Figure 1. Metal 3 (run 1).
Drawn at 4 px/um.
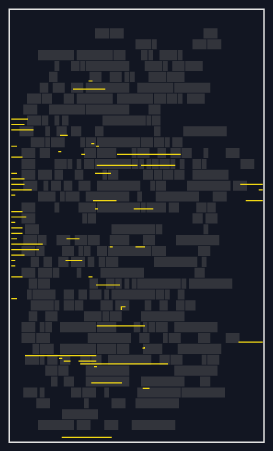
Figure 2. The clock network (run 1).
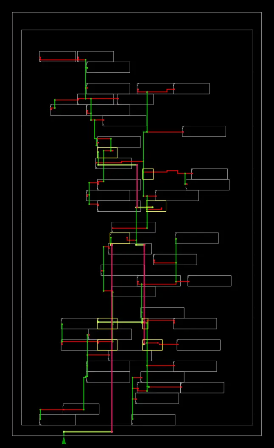
Figure 3. Cells coloured by class (run 1).
Drawn at 6 px/um.
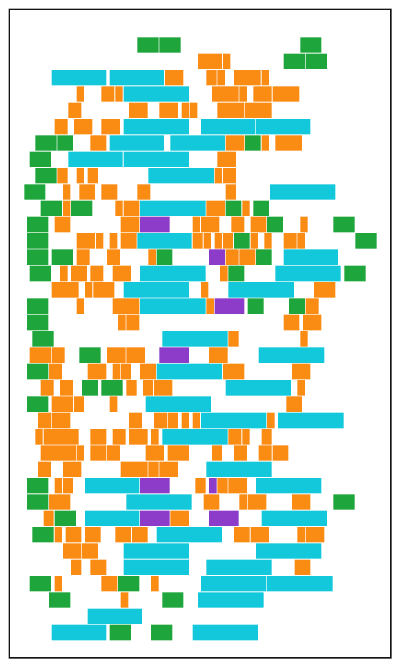
Figure 4. Sizing map (run 1).
Drawn at 3 px/um.
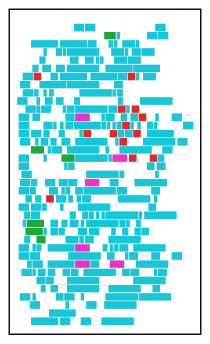
$ cat config.mk
export PLATFORM = sky130hd
export DESIGN_NAME = pc_branch_unit
export DESIGN_NICKNAME = d
export VERILOG_FILES = /design/src/rtl/pc_branch_unit.sv
export SDC_FILE = /design/constraint.sdc
export NUM_CORES = 1
export LEC_CHECK = 0
export CAP_MARGIN = 20
export CORE_ASPECT_RATIO = 1.75
export CORE_MARGIN = 2
export CORE_UTILIZATION = 40
export CTS_BUF_LIST = sky130_fd_sc_hd__clkbuf_8
export CTS_CLUSTER_SIZE = 14
export DETAILED_ROUTE_END_ITERATION = 7
export MAX_ROUTING_LAYER = met4
export PLACE_DENSITY_LB_ADDON = 0.2
export SLEW_MARGIN = 20
export SYNTH_ARGS = -nofsm -noshare
export SYNTH_HDL_FRONTEND = slang
export SYNTH_SLANG_ARGS = --single-unit
$ cat constraint.sdc
create_clock -name Clk -period 2.96 [get_ports Clk]
set_input_delay 0.592 -clock Clk [delete_from_list [all_inputs] [get_ports Clk]]
set_output_delay 0.592 -clock Clk [all_outputs]
set_load 0.01 [all_outputs]
$ cat src/rtl/pc_branch_unit.sv
// pc_branch_unit: program counter with jumps, flag-conditional jumps and
// call/return through a hardware return-address stack.
//
// Ports:
//   Clk, Rst (async, active-low), En  : clock, reset, advance enable
//   Op                                : 000 INC, 001 JMP, 010 JCC, 011 CALL,
//                                       100 RET, 101 HOLD, 110 JREL, 111 INC
//   Cond_Mask, Cond_Any, Cond_Inv     : condition select / mode / invert
//   Flags                             : ALU status flags
//   DataOut_Bus                       : jump target or signed offset
//   Err_Clr                           : clears Stack_Err (a new error wins)
//   Addres_Instruction_Bus            : registered PC
//   Taken                             : one-cycle pulse after a taken branch
//   Stack_Level/Full/Empty/Err        : return stack status, sticky error
//
// Optional: define PC_BRANCH_RELATIVE_EN to make op 110 a PC-relative jump;
// otherwise op 110 behaves as INC and no offset adder is built.

module pc_branch_unit #(
    parameter int                ADDR_W       = 8,
    parameter int                DATA_W       = 8,
    parameter int                FLAG_W       = 3,
    parameter int                STACK_DEPTH  = 4,
    parameter logic [ADDR_W-1:0] RESET_VECTOR = '0
) (
    input  logic                               Clk,
    input  logic                               Rst,
    input  logic                               En,
    input  logic [2:0]                         Op,
    input  logic [FLAG_W-1:0]                  Cond_Mask,
    input  logic                               Cond_Any,
    input  logic                               Cond_Inv,
    input  logic [FLAG_W-1:0]                  Flags,
    input  logic [DATA_W-1:0]                  DataOut_Bus,
    input  logic                               Err_Clr,
    output logic [ADDR_W-1:0]                  Addres_Instruction_Bus,
    output logic                               Taken,
    output logic [$clog2(STACK_DEPTH+1)-1:0]   Stack_Level,
    output logic                               Stack_Full,
    output logic                               Stack_Empty,
    output logic                               Stack_Err
);

    localparam int LVL_W = $clog2(STACK_DEPTH + 1);

    logic [ADDR_W-1:0] pc_q;
    logic [ADDR_W-1:0] pc_nxt;
    logic [ADDR_W-1:0] pc_inc;
    logic [ADDR_W-1:0] target;
    logic [ADDR_W-1:0] top_val;
    logic [ADDR_W-1:0] stack_mem [STACK_DEPTH];
    logic [LVL_W-1:0]  level_q;
    logic              taken_q;
    logic              taken_nxt;
    logic              err_q;
    logic              err_set;
    logic              push;
    logic              pop;
    logic              full;
    logic              empty;

    logic [FLAG_W-1:0] sel;
    logic              raw;
    logic              cond;

    logic op_jmp;
    logic op_jcc;
    logic op_call;
    logic op_ret;
    logic op_hold;

    assign op_jmp  = (Op == 3'b001);
    assign op_jcc  = (Op == 3'b010);
    assign op_call = (Op == 3'b011);
    assign op_ret  = (Op == 3'b100);
    assign op_hold = (Op == 3'b101);

    assign pc_inc = pc_q + ADDR_W'(1);

    generate
        if (DATA_W >= ADDR_W) begin : g_tgt_trunc
            assign target = DataOut_Bus[ADDR_W-1:0];
        end else begin : g_tgt_zext
            assign target = {{(ADDR_W-DATA_W){1'b0}}, DataOut_Bus};
        end
    endgenerate

`ifdef PC_BRANCH_RELATIVE_EN
    logic              op_jrel;
    logic [ADDR_W-1:0] offset;

    assign op_jrel = (Op == 3'b110);

    generate
        if (DATA_W >= ADDR_W) begin : g_off_trunc
            assign offset = DataOut_Bus[ADDR_W-1:0];
        end else begin : g_off_sext
            assign offset = {{(ADDR_W-DATA_W){DataOut_Bus[DATA_W-1]}},
                             DataOut_Bus};
        end
    endgenerate
`endif

    // An empty mask means "always"; otherwise any-of or all-of the mask.
    assign sel  = Flags & Cond_Mask;
    assign raw  = (Cond_Mask == '0) ? 1'b1
                : (Cond_Any ? (|sel) : (sel == Cond_Mask));
    assign cond = raw ^ Cond_Inv;

    assign full  = (level_q == LVL_W'(STACK_DEPTH));
    assign empty = (level_q == '0);

    // Top of stack lives at entry[level-1].
    always_comb begin
        top_val = '0;
        for (int i = 0; i < STACK_DEPTH; i++) begin
            if (level_q == LVL_W'(i + 1)) top_val = stack_mem[i];
        end
    end

    always_comb begin
        pc_nxt    = pc_q;
        taken_nxt = 1'b0;
        push      = 1'b0;
        pop       = 1'b0;
        err_set   = 1'b0;
        if (En) begin
            pc_nxt = pc_inc;
            unique case (1'b1)
                op_jmp: begin
                    pc_nxt    = target;
                    taken_nxt = 1'b1;
                end
                op_jcc: begin
                    if (cond) begin
                        pc_nxt    = target;
                        taken_nxt = 1'b1;
                    end
                end
                op_call: begin
                    if (!full) begin
                        push      = 1'b1;
                        pc_nxt    = target;
                        taken_nxt = 1'b1;
                    end else begin
                        err_set = 1'b1;
                    end
                end
                op_ret: begin
                    if (!empty) begin
                        pop       = 1'b1;
                        pc_nxt    = top_val;
                        taken_nxt = 1'b1;
                    end else begin
                        err_set = 1'b1;
                    end
                end
                op_hold: pc_nxt = pc_q;
`ifdef PC_BRANCH_RELATIVE_EN
                op_jrel: begin
                    if (cond) begin
                        pc_nxt    = pc_q + offset;
                        taken_nxt = 1'b1;
                    end
                end
`endif
                default: ;
            endcase
        end
    end

    // Stack storage needs no reset; Stack_Level defines what is valid.
    always_ff @(posedge Clk) begin
        if (push) begin
            for (int i = 0; i < STACK_DEPTH; i++) begin
                if (level_q == LVL_W'(i)) stack_mem[i] <= pc_inc;
            end
        end
    end

    always_ff @(posedge Clk or negedge Rst) begin
        if (!Rst) begin
            pc_q    <= RESET_VECTOR;
            taken_q <= 1'b0;
            level_q <= '0;
            err_q   <= 1'b0;
        end else begin
            pc_q    <= pc_nxt;
            taken_q <= taken_nxt;
            if (push) begin
                level_q <= level_q + LVL_W'(1);
            end else if (pop) begin
                level_q <= level_q - LVL_W'(1);
            end
            if (err_set) begin
                err_q <= 1'b1;
            end else if (Err_Clr) begin
                err_q <= 1'b0;
            end
        end
    end

    assign Addres_Instruction_Bus = pc_q;
    assign Taken                  = taken_q;
    assign Stack_Level            = level_q;
    assign Stack_Full             = full;
    assign Stack_Empty            = empty;
    assign Stack_Err              = err_q;

endmodule
==> run summary, run 1 <==
Status on the layout run. The run finished with clean final reports. Setup repair after global routing left no endpoint under its margin. Per the OpenROAD floorplan log, the width of the die is 63.3 um. Pins over their slew limit in the final report were tallied at 0.

Summed negative setup slack over all endpoints landed at 0 ns. Summing all multi-input logic gate instances after layout gives about 1100 um2. Count of state elements after synthesis landed at ~45.

The switching component of the power was reported as about 0.00094 W. Internal power of the cells landed at 0.00151 W. Shortest period the worst path allows landed at ~2.6 ns. In this run the layout overhead on the synthesized area is reported as 25.1%. Net total in the final layout landed at ~300. Overall routed net length landed at roughly 6.8 mm. After clock tree synthesis, the setup repair step added 0 buffers. Met2 global-route usage landed at 0.417. Number of filler cells placed in the layout landed at a little under 600. Area of the chip landed at between 6000 and 7000 um2. By area, the combinational part of the netlist is dominated by AND-OR/OR-AND gates. The worst setup path is launched from a register. On the final layout, the worst clock skew is roughly 0.0060 ns. After detailed routing, the number of vias per cell comes to roughly 5.7. STA classifies the critical path endpoint as an output port.

Number of antenna violations at the first check in global routing landed at 0. Per STA, the worst path accumulates the most delay in the family buffers and inverters. Register share after synthesis landed at 0.522. The share of total power dissipated in sequential elements is 0.385.

Half-perimeter wire length after placement landed at about 5.5 mm. After synthesis, the netlist uses around 51 different library cells. Maximum net fanout on the critical path landed at 5. Post-synthesis compound-gate area fraction landed at 0.195.

The number of antenna diodes in the final layout is 0. DRC violation count after routing landed at 0. The first global-routing pass estimated 10.7 mm of wire. For this sky-water flow run, the detailed-routed wirelength per cell is reported as between 15 and 20 um. Per the GRT log, the top usage layer is met2.

For the worst setup path, the data required time is roughly 2.4 ns. Note that the worst hold path type here is reg -> reg. At the end of routability-driven placement, the weighted congestion stood at 0.819. Met3 capacity usage during global routing landed at 0.0136.

As logged by OpenROAD, the buffers inserted on ports number 37. Of the total synthesized cell area, the portion taken by full adders, half adders and majority gates is 0.0355. Of the cells placed in the final design, the portion with a size suffix greater than 1 is 0.0912. Maximum number of pins on one net before global-route repair landed at 16. Post-placement setup slack landed at ~0.32 ns. Register area landed at around 1300 um2. Highest clock rate landed at approximately 400 MHz. Reported max-cap violation count landed at 0. Number of resized instances in the post-cts repair step landed at 0.

Number of warning messages in the yosys log landed at 0. Looking at area per cell type in the netlist, the leader is edfxtp_1. Number of antenna-violating nets in the routed design landed at 0. Clock transition at the registers of the reported paths landed at around 0.08 ns. Xor-xnor portion of the synthesized cell area landed at 0.0350. Yosys cell count landed at ~230. Maximum clock insertion buffer count landed at 2. Clock power share landed at 0.162.

Hold buffer count at cts landed at 0. TritonCTS built the clock tree. The floorplan has 37 rows. The number of buffers and inverters on the critical path is 3. Violation tally from detailed-route iteration zero landed at 151. Per the synthesis report, the simple-gate share of the synthesized area is 0.161.

The portion of synthesized area spent on multiplexers is 0.0208. Switching power as a share of total power landed at 0.383. The last timing report of the flow puts the setup violation total at 0.

By area the synthesized netlist is led by edfxtp_1, dfrtp_1, nand2_1. Of the total power, combinational logic draws 0.453. Worst-case headroom to the max-slew limit landed at 0.458. The timing report shows the most common cell along the critical path to be inv_1. The chip area line in the Yosys stat output reads roughly 2500 um2.

Pin slew with the least headroom to its limit landed at about 0.8 ns. Worst path setup slack after routing landed at about 0.4 ns. Arrival time at the worst endpoint landed at approximately 2.0 ns. Listed in order, past its start point the critical path passes inv_1 > ha_1 > nand2b_1 > inv_1 > clkdlybuf4s50_1.
Back to the opening pictures, Figure 1:
- longest straight run: 21.6 um
- main direction: horizontal
- nets with wire on the layer: 46

Back to the opening pictures, Figure 2:
flip-flops: 45
Clock net power: 0.000397 W
clock latency on the worst-skew pair: 0.30 ns
number of buffers created by CTS: 5

Back to the opening pictures, Figure 3:
- flops: cyan (cells 45; share of their area 43%)
- combinational and other logic: orange (cells 172; share of their area 38%)
- other buffers and delay cells: green (cells 49; share of their area 15%)
- clock drivers and dummy loads: purple (cells 8; share of their area 3.1%)

Back to the opening pictures, Figure 4:
- _0 and _1 cells: cyan (cells 249; most used clkdlybuf4s50_1)
- _2 cells: green (cells 6)
- _3 and _4 cells: red (cells 13; most used buf_4)
- _6 and larger: magenta (cells 6; most used clkbuf_8)

## run 1: flip-flops by register name, summed over array words and instances (netlist names)
register	flops
Addres_Instruction_Bus	8
Stack_Err	1
stack_mem	32
Taken	1
Stack_Level	3
## run 1: stage by stage
stage | hold slack, ns | total power, W | instances | area [um2] | util
finish | 0.535 | 0.00245 | 352 | 3080 | 0.520
global route | 0.590 | 0.00259 | 352 | 3080 | 0.520
CTS | 0.537 | 0.00245 | 352 | 3080 | 0.520
detailed placement | 0.525 | 0.00206 | 344 | 2990 | 0.504
global placement | 0.522 | 0.00205 | 344 | 2990 | 0.504
floorplan | 0.296 | 0.00157 | 225 | 2460 | -
## run 1: cells in the mapped netlist (all sizes together) (2+ instances only)
| master | number |
|---|---|
| a22oi | 3 |
| o211ai | 9 |
| o21ai | 6 |
| dfrtp | 13 |
| nor3b | 4 |
| buf | 2 |
| o31ai | 3 |
| nand3 | 6 |
| xnor2 | 7 |
| a21oi | 7 |
| a31oi | 3 |
| a32oi | 3 |
| inv | 11 |
| or3b | 2 |
| a211o | 4 |
| nand3b | 4 |
| nor2b | 6 |
| a211oi | 2 |
| mux2i | 4 |
| a221oi | 6 |
| and3 | 6 |
| nor2 | 15 |
| or3 | 2 |
| o31a | 2 |
| nand4 | 2 |
| edfxtp | 32 |
| xor2 | 2 |
| clkbuf | 6 |
| ha | 7 |
| nand2b | 3 |
| o2111ai | 2 |
| a221o | 2 |
| o22ai | 3 |
| nand2 | 24 |
## run 1: routing by layer
metal  up-vias  wire [um]
li1        964          -
met1       956       2450
met2        74       3830
met3        21        233
met4         0        327
met5         -          0
## run 1: power by group through the flow
stage,logic [W],registers (W),clock network (W)
2_1_floorplan,0.000622,0.000950,0
3_3_place_gp,0.00109,0.000953,0
3_5_place_dp,0.00111,0.000955,0
4_1_cts,0.00111,0.000941,0.000397
5_1_grt,0.00122,0.000957,0.000421
6_report,0.00111,0.000941,0.000397
## run 1: worst paths after layout
check                                from                        end  cells after the start
hold reg to reg                 Stack_Err                  Stack_Err                      2
setup / recovery           Stack_Level[0]                Stack_Empty                      5
max in group asynchronous             Rst  Addres_Instruction_Bus[1]                      1
hold / removal                  Stack_Err                  Stack_Err                      2
min in group asynchronous             Rst                  Stack_Err                      1
setup reg to reg           Stack_Level[2]  Addres_Instruction_Bus[0]                      7
## run 1: placed cells by master, fill, tap and decap left out, types with 4 or more instances in the layout
cell	Yosys	layout
a211o_1	4	4
a21oi_1	7	7
a221oi_1	6	6
and3_1	6	6
buf_4	0	12
clkbuf_8	0	6
clkdlybuf4s50_1	0	37
dfrtp_1	13	13
edfxtp_1	32	32
ha_1	7	7
inv_1	11	12
mux2i_1	4	4
nand2_1	24	24
nand3_1	6	6
nand3b_1	4	4
nor2_1	15	15
nor2b_1	6	6
o211ai_1	9	9
o21ai_0	5	5
xnor2_1	6	6
## run 1: tightest hold or removal path: stages (launching register included)
cell	delay, ns
dfrtp_1	0.39
inv_1	0.05
o22ai_1	0.06
## run 1: area by class of cell
cell class,instances,share of cell area
clock buffer,6,0.0268
clock inverter,2,0.00365
inverter,11,0.0134
multi-input combinational,161,0.358
sequential,45,0.417
tap,78,0.0317
timing repair buffer,49,0.149
Figure 5. Wire density map (run 1).
Drawn at 4 px/um. 13 x 22 tiles, from dark purple (low) to yellow (high), scaled to the fullest tile. Values are wire area over tile area, all layers added.
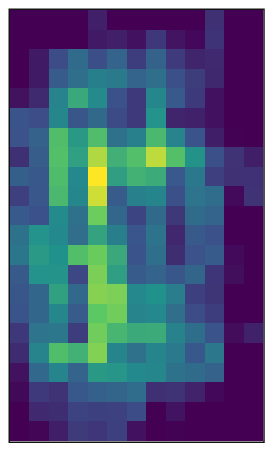

==> run 2: changes to the inputs <==
- CELL_PAD_IN_SITES_DETAIL_PLACEMENT: not set -> 2
- CELL_PAD_IN_SITES_GLOBAL_PLACEMENT: not set -> 2
- CORE_UTILIZATION: 40 -> 36
- CTS_CLUSTER_DIAMETER: not set -> 40
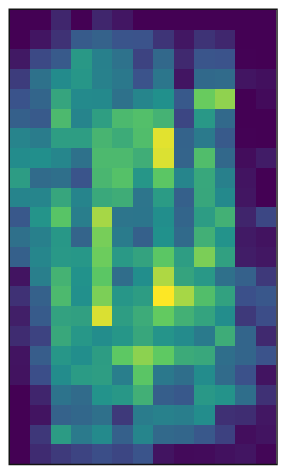
Figure 6: run 2, wire density map.
Drawn at 4 px/um. 13 x 23 tiles, from dark purple (low) to yellow (high), scaled to the fullest tile. Values are wire area over tile area, all layers added.
- mean over tiles: 0.17
- nearly empty tiles: 9.0%
- fullest tile: 0.46
- densest ninth of the die: centre
- emptiest ninth of the die: upper right
- tiles over half the peak: 32%

==> run summary, run 2 <==
Status on the layout run. Number of resized instances in the post-cts repair step landed at 0 (unchanged). Net total in the final layout landed at 305 (was 303). Unrepaired setup endpoints after global routing: no (unchanged).

Non-filler instance count after layout landed at 358 (was 352). The average wire length per cell after detail routing was 23.6 um (was 19.4 um). Count of buffers inserted at the top-level ports landed at 37 (unchanged). The number of warning messages in the yosys log was 0 (unchanged).

Outcome: completed (unchanged). The largest area contributor in the synthesized netlist is edfxtp_1 (unchanged). The die boundary width came to 66.6 um (was 63.3 um). The overall routed net length was 8.45 mm (was 6.84 mm). Highest-count cells in the layout ignoring fill and taps: clkdlybuf4s50_1, edfxtp_1, nand2_1 (unchanged). The clock network latency to the later pin of the worst-skew pair came to 0.31 ns (was 0.30 ns). The total count of max-transition violations in the final report came to 0 (unchanged).

Total setup violations reported at the end of the flow landed at 0 (unchanged). The critical path startpoint category is a register (unchanged). Per-cell via count in the routed design landed at 5.90 (was 5.72). Chain of cells forming the critical path: inv_1 > ha_1 > nand2b_1 > inv_1 > clkdlybuf4s50_1 (unchanged).

DRC violation count after routing landed at 0 (unchanged). Shortest period the worst path allows landed at 2.64 ns (was 2.56 ns). The most used cell along the critical path is inv_1 (unchanged). The flip-flop count of the largest register after layout is 32 (unchanged). Post-route clock skew landed at 0.00425 ns (was 0.00595 ns). The cell type group with the largest total delay on the critical path is buffers and inverters (unchanged). The endpoint of the most critical register-to-register path was Taken (was Addres_Instruction_Bus[0]).

Required time reported for the critical path endpoint landed at 2.37 ns (about the same). Placer's final routability congestion estimate landed at 0.761 (was 0.819). The total placed cells including tap cells was 350 (was 344). The diode insertion count for antenna repair came to 0 (unchanged). The dominant register cell is edfxtp_1 (unchanged).

Path depth of the worst reg2reg path landed at 8 (was 7). Post-synthesis instance area landed at 2460 um2 (unchanged). Reported max-cap violation count landed at 0 (unchanged). Synthesis area per yosys landed at 2460 um2 (unchanged). The hold path startpoint is Stack_Err (unchanged).

Maximum net fanout on the critical path landed at 5 (unchanged). Violation tally from detailed-route iteration zero landed at 88 (was 151). Unique cell type count in the Yosys netlist landed at 51 (unchanged).

The area of the chip is 7550 um2 (was 6830 um2). Share of layout cells above drive strength 1 landed at 0.101 (was 0.0912). The CTS tree is built (unchanged).

The number of antenna-violating nets in the routed design is 0 (unchanged). The most numerous cell in the Yosys netlist was edfxtp_1 (unchanged). The end point of the worst hold path was Stack_Err (unchanged).

Area added between synthesis and finish landed at 25.6% (was 25.1%). The half-perimeter wire length after placement was 6.70 mm (was 5.49 mm). Top cells by area, synth: edfxtp_1, dfrtp_1, nand2_1 (unchanged). The arrival time at the worst endpoint was 2.05 ns (was 1.97 ns). The number of buffer and inverter stages on the critical path was 3 (unchanged).

The worst hold path class is reg -> reg (unchanged). The maximum clock insertion buffer count was 2 (unchanged). Number of rows created at floorplan landed at 39 (was 37).

The worst-case headroom to the max-slew limit was 0.415 (was 0.458). The critical-path cell with the highest stage delay is clkdlybuf4s50_1 (unchanged). The number of buffers created by CTS came to 5 (unchanged).

Yosys cell count landed at 225 (unchanged). The count of state elements after synthesis is 45 (unchanged). The register with the most flip-flops is stack_mem (unchanged). The register share after synthesis is 0.522 (unchanged). Number of antenna violations at the first check in global routing landed at 0 (unchanged). First-pass GRT wire length landed at 13.4 mm (was 10.7 mm).

Most frequent cells after synthesis: edfxtp_1, nand2_1, nor2_1, dfrtp_1, inv_1 (unchanged). The summed negative setup slack over all endpoints came to 0 ns (unchanged). The count of cells along the worst hold path is 2 (unchanged).

Highest clock rate landed at 379 MHz (was 390 MHz). Maximum number of pins on one net before global-route repair landed at 16 (unchanged). Hold buffer count at cts landed at 0 (unchanged). Number of buffers inserted by post-CTS setup repair landed at 0 (unchanged). Clock transition at the registers of the reported paths landed at 0.09 ns (was 0.08 ns). The most common library cell in the layout ignoring fill and taps is clkdlybuf4s50_1 (unchanged).

Pin slew with the least headroom to its limit landed at 0.876 ns (was 0.813 ns). The element type at the critical path end is an output port (unchanged). Number of filler cells placed in the layout landed at 702 (was 586).
[run 2: cell count changes in the layout (fill, tap and decap cells not counted)]
cell | before | now
buf_4 | 12 | 14
clkinv_2 | 0 | 2
clkbuf_8 | 6 | 5
inv_1 | 12 | 11
[run 2: stage by stage]
stage | cell area [um2] | util | hold slack (ns) | total power, W | worst slack (ns)
final | 3100 | 0.470 | 0.574 | 0.00252 | 0.321
after floorplan | 2460 | - | 0.296 | 0.00157 | 0.502
after CTS | 3100 | 0.470 | 0.592 | 0.00253 | 0.289
after global placement | 3010 | 0.457 | 0.519 | 0.00207 | 0.321
after global routing | 3100 | 0.470 | 0.609 | 0.00266 | 0.205
after detailed placement | 3010 | 0.457 | 0.543 | 0.00213 | 0.232
[run 2: report_power, final]
part           leakage [nW]  switching [W]  internal (W)
Clock                0.0439       0.000234      0.000163
Sequential            0.446       0.000127      0.000823
Combinational         0.659       0.000661      0.000513
Total                  1.15        0.00102       0.00150
[run 2: metal layers]
layer / track usage / wire length [um]
met5: - / 0
met4: 0.0816 / 145
met3: 0.0306 / 230
met2: 0.483 / 5040
met1: 0.260 / 3040
[run 2: worst max path at each step]
| stage | start | end | slack [ns] | depth (start not counted) |
|---|---|---|---|---|
| floorplan | Stack_Level[0] | stack_mem[1][0] | 0.50 | 6 |
| global placement | Op[1] | Addres_Instruction_Bus[6] | 0.32 | 6 |
| detailed placement | Op[1] | Addres_Instruction_Bus[6] | 0.23 | 6 |
| CTS | Stack_Level[0] | Stack_Empty | 0.29 | 5 |
| global route | Stack_Level[0] | Stack_Empty | 0.21 | 5 |
| finish | Stack_Level[0] | Stack_Empty | 0.32 | 5 |
[run 2: layout make-up]
class                      count  area [um2]  area share
inverter                      11        41.3      0.0133
tap                           82         103      0.0331
clock buffer                   5        68.8      0.0222
clock inverter                 3        17.5     0.00566
timing repair buffer          51         475       0.154
sequential                    45        1290       0.416
multi-input combinational    161        1100       0.357
[run 2: worst register-to-register path, stage by stage, from the launching register on]
cell and delay [ns]:
dfrtp_1 0.45, inv_1 0.14, ha_1 0.26, buf_4 0.19, a31oi_1 0.30, nand2_1 0.27
o21ai_1 0.30, nor2_1 0.17, a21boi_0 0.24
[run 2: cells by family (layout without fill, tap and decap cells)]
kind of cell | after synthesis | after routing | share of synthesized area
XOR/XNOR | 9 | 9 | 0.0350
multiplexers | 5 | 5 | 0.0208
buffers and inverters | 19 | 70 | 0.0305
AND-OR/OR-AND | 63 | 63 | 0.195
adder cells (fa/ha/maj) | 7 | 7 | 0.0355
flip-flops | 45 | 45 | 0.522
AND/OR/NAND/NOR | 77 | 77 | 0.161
Figure 7. Cells coloured by class (run 2).
Drawn at 6 px/um.
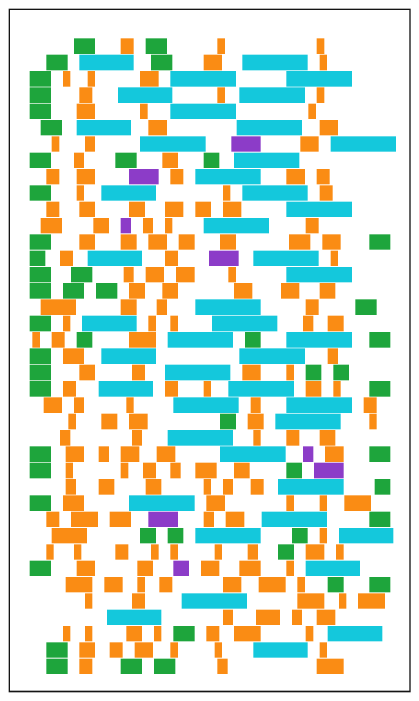

==> run 3: changes to the inputs <==
- CELL_PAD_IN_SITES_DETAIL_PLACEMENT: 2 -> not set
- CELL_PAD_IN_SITES_GLOBAL_PLACEMENT: 2 -> not set
- CORE_UTILIZATION: 36 -> 40
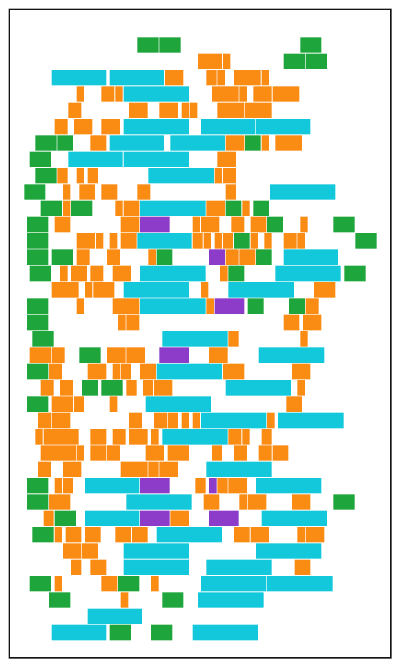
Figure 8: run 3, cells coloured by class.
Drawn at 6 px/um.
- combinational and other logic: orange (cells 172; share of their area 38%)
- flops: cyan (cells 45; share of their area 43%)
- other buffers and delay cells: green (cells 49; share of their area 15%)
- clock drivers and dummy loads: purple (cells 8; share of their area 3.1%)

==> run summary, run 3 <==
Status on the layout run. Outcome: completed (unchanged). Count of buffers inserted at the top-level ports landed at 37 (unchanged). Number of resized instances in the post-cts repair step landed at 0 (unchanged). The first-pass GRT wire length came to 10.7 mm (was 13.4 mm). The maximum number of pins on one net before global-route repair was 16 (unchanged). The most used cell along the critical path was inv_1 (unchanged). Number of filler cells placed in the layout landed at 586 (was 702). Flip-flop count of the largest register after layout landed at 32 (unchanged). Chain of cells forming the critical path: inv_1 > ha_1 > nand2b_1 > inv_1 > clkdlybuf4s50_1 (unchanged). The DRC violation count after routing is 0 (unchanged). Shortest period the worst path allows landed at 2.56 ns (was 2.64 ns). The CTS tree was built (unchanged). The unique cell type count in the Yosys netlist came to 51 (unchanged). Post-synthesis instance area landed at 2460 um2 (unchanged). Required time reported for the critical path endpoint landed at 2.37 ns (about the same). Net total in the final layout landed at 303 (was 305). The register with the most flip-flops is stack_mem (unchanged). The most numerous cell in the Yosys netlist is edfxtp_1 (unchanged).

The total power came to 0.00245 W (was 0.00252 W). The pin slew with the least headroom to its limit is 0.813 ns (was 0.876 ns). Diode insertion count for antenna repair landed at 0 (unchanged). The element type at the critical path end was an output port (unchanged).

Violation tally from detailed-route iteration zero landed at 151 (was 88). The xor-xnor portion of the synthesized cell area was 0.0350 (unchanged). Yosys cell count landed at 225 (unchanged). Post-route clock skew landed at 0.00595 ns (was 0.00425 ns). The cell type group with the largest total delay on the critical path was buffers and inverters (unchanged). Register area landed at 1290 um2 (unchanged). Highest-count cells in the layout ignoring fill and taps: clkdlybuf4s50_1, edfxtp_1, nand2_1 (unchanged). The number of rows created at floorplan is 37 (was 39). The per-cell via count in the routed design came to 5.72 (was 5.90). The synthesis area per yosys was 2460 um2 (unchanged). The number of warning messages in the yosys log is 0 (unchanged).

Unrepaired setup endpoints after global routing: no (unchanged). The number of buffers created by CTS was 5 (unchanged). The dominant register cell is edfxtp_1 (unchanged). Number of buffer and inverter stages on the critical path landed at 3 (unchanged).
==> run 3: per-stage QoR <==
| step | std cells | cell area (um2) | worst slack (ns) | utilization |
|---|---|---|---|---|
| finish | 352 | 3080 | 0.398 | 0.520 |
| global route | 352 | 3080 | 0.305 | 0.520 |
| CTS | 352 | 3080 | 0.390 | 0.520 |
| detailed placement | 344 | 2990 | 0.316 | 0.504 |
| global placement | 344 | 2990 | 0.348 | 0.504 |
| floorplan | 225 | 2460 | 0.502 | - |
==> run 3: final timing paths <==
check	startpoint	end	slack (ns)	cells past startpoint
max	Stack_Level[0]	Stack_Empty	0.40	5
min	Stack_Err	Stack_Err	0.54	2
max reg2reg	Stack_Level[2]	Addres_Instruction_Bus[0]	0.70	7
min reg2reg	Stack_Err	Stack_Err	0.54	2
max in group asynchronous	Rst	Addres_Instruction_Bus[1]	1.81	1
min in group asynchronous	Rst	Stack_Err	0.71	1
==> run 3: area by class of cell <==
type / instances / share of cell area
inverter: 11 / 0.0134
sequential: 45 / 0.417
clock buffer: 6 / 0.0268
clock inverter: 2 / 0.00365
multi-input combinational: 161 / 0.358
tap: 78 / 0.0317
timing repair buffer: 49 / 0.149
==> run 3: tightest hold or removal path, stage by stage (launching register included) <==
cell and delay [ns]:
dfrtp_1 0.39, inv_1 0.05, o22ai_1 0.06
==> run 3: cells by family (layout without fill, tap and decap cells) <==
family                   Yosys count  after routing
flip-flops                        45             45
multiplexers                       5              5
AND-OR/OR-AND                     63             63
adder cells (fa/ha/maj)            7              7
buffers and inverters             19             68
AND/OR/NAND/NOR                   77             77
XOR/XNOR                           9              9
==> run 3: layer usage <==
layer	global-route usage	routed length, um
met2	0.417	3830
met3	0.0136	233
met4	0.124	327
met5	-	0
met1	0.205	2450
==> run 3: power breakdown <==
group / total [W] / internal (W) / switching (W)
clock: 0.000397 / 0.000186 / 0.000210
sequential: 0.000941 / 0.000824 / 0.000117
combinational: 0.00111 / 0.000499 / 0.000609
No activity file was given, so power comes from the tool's default toggle rates.
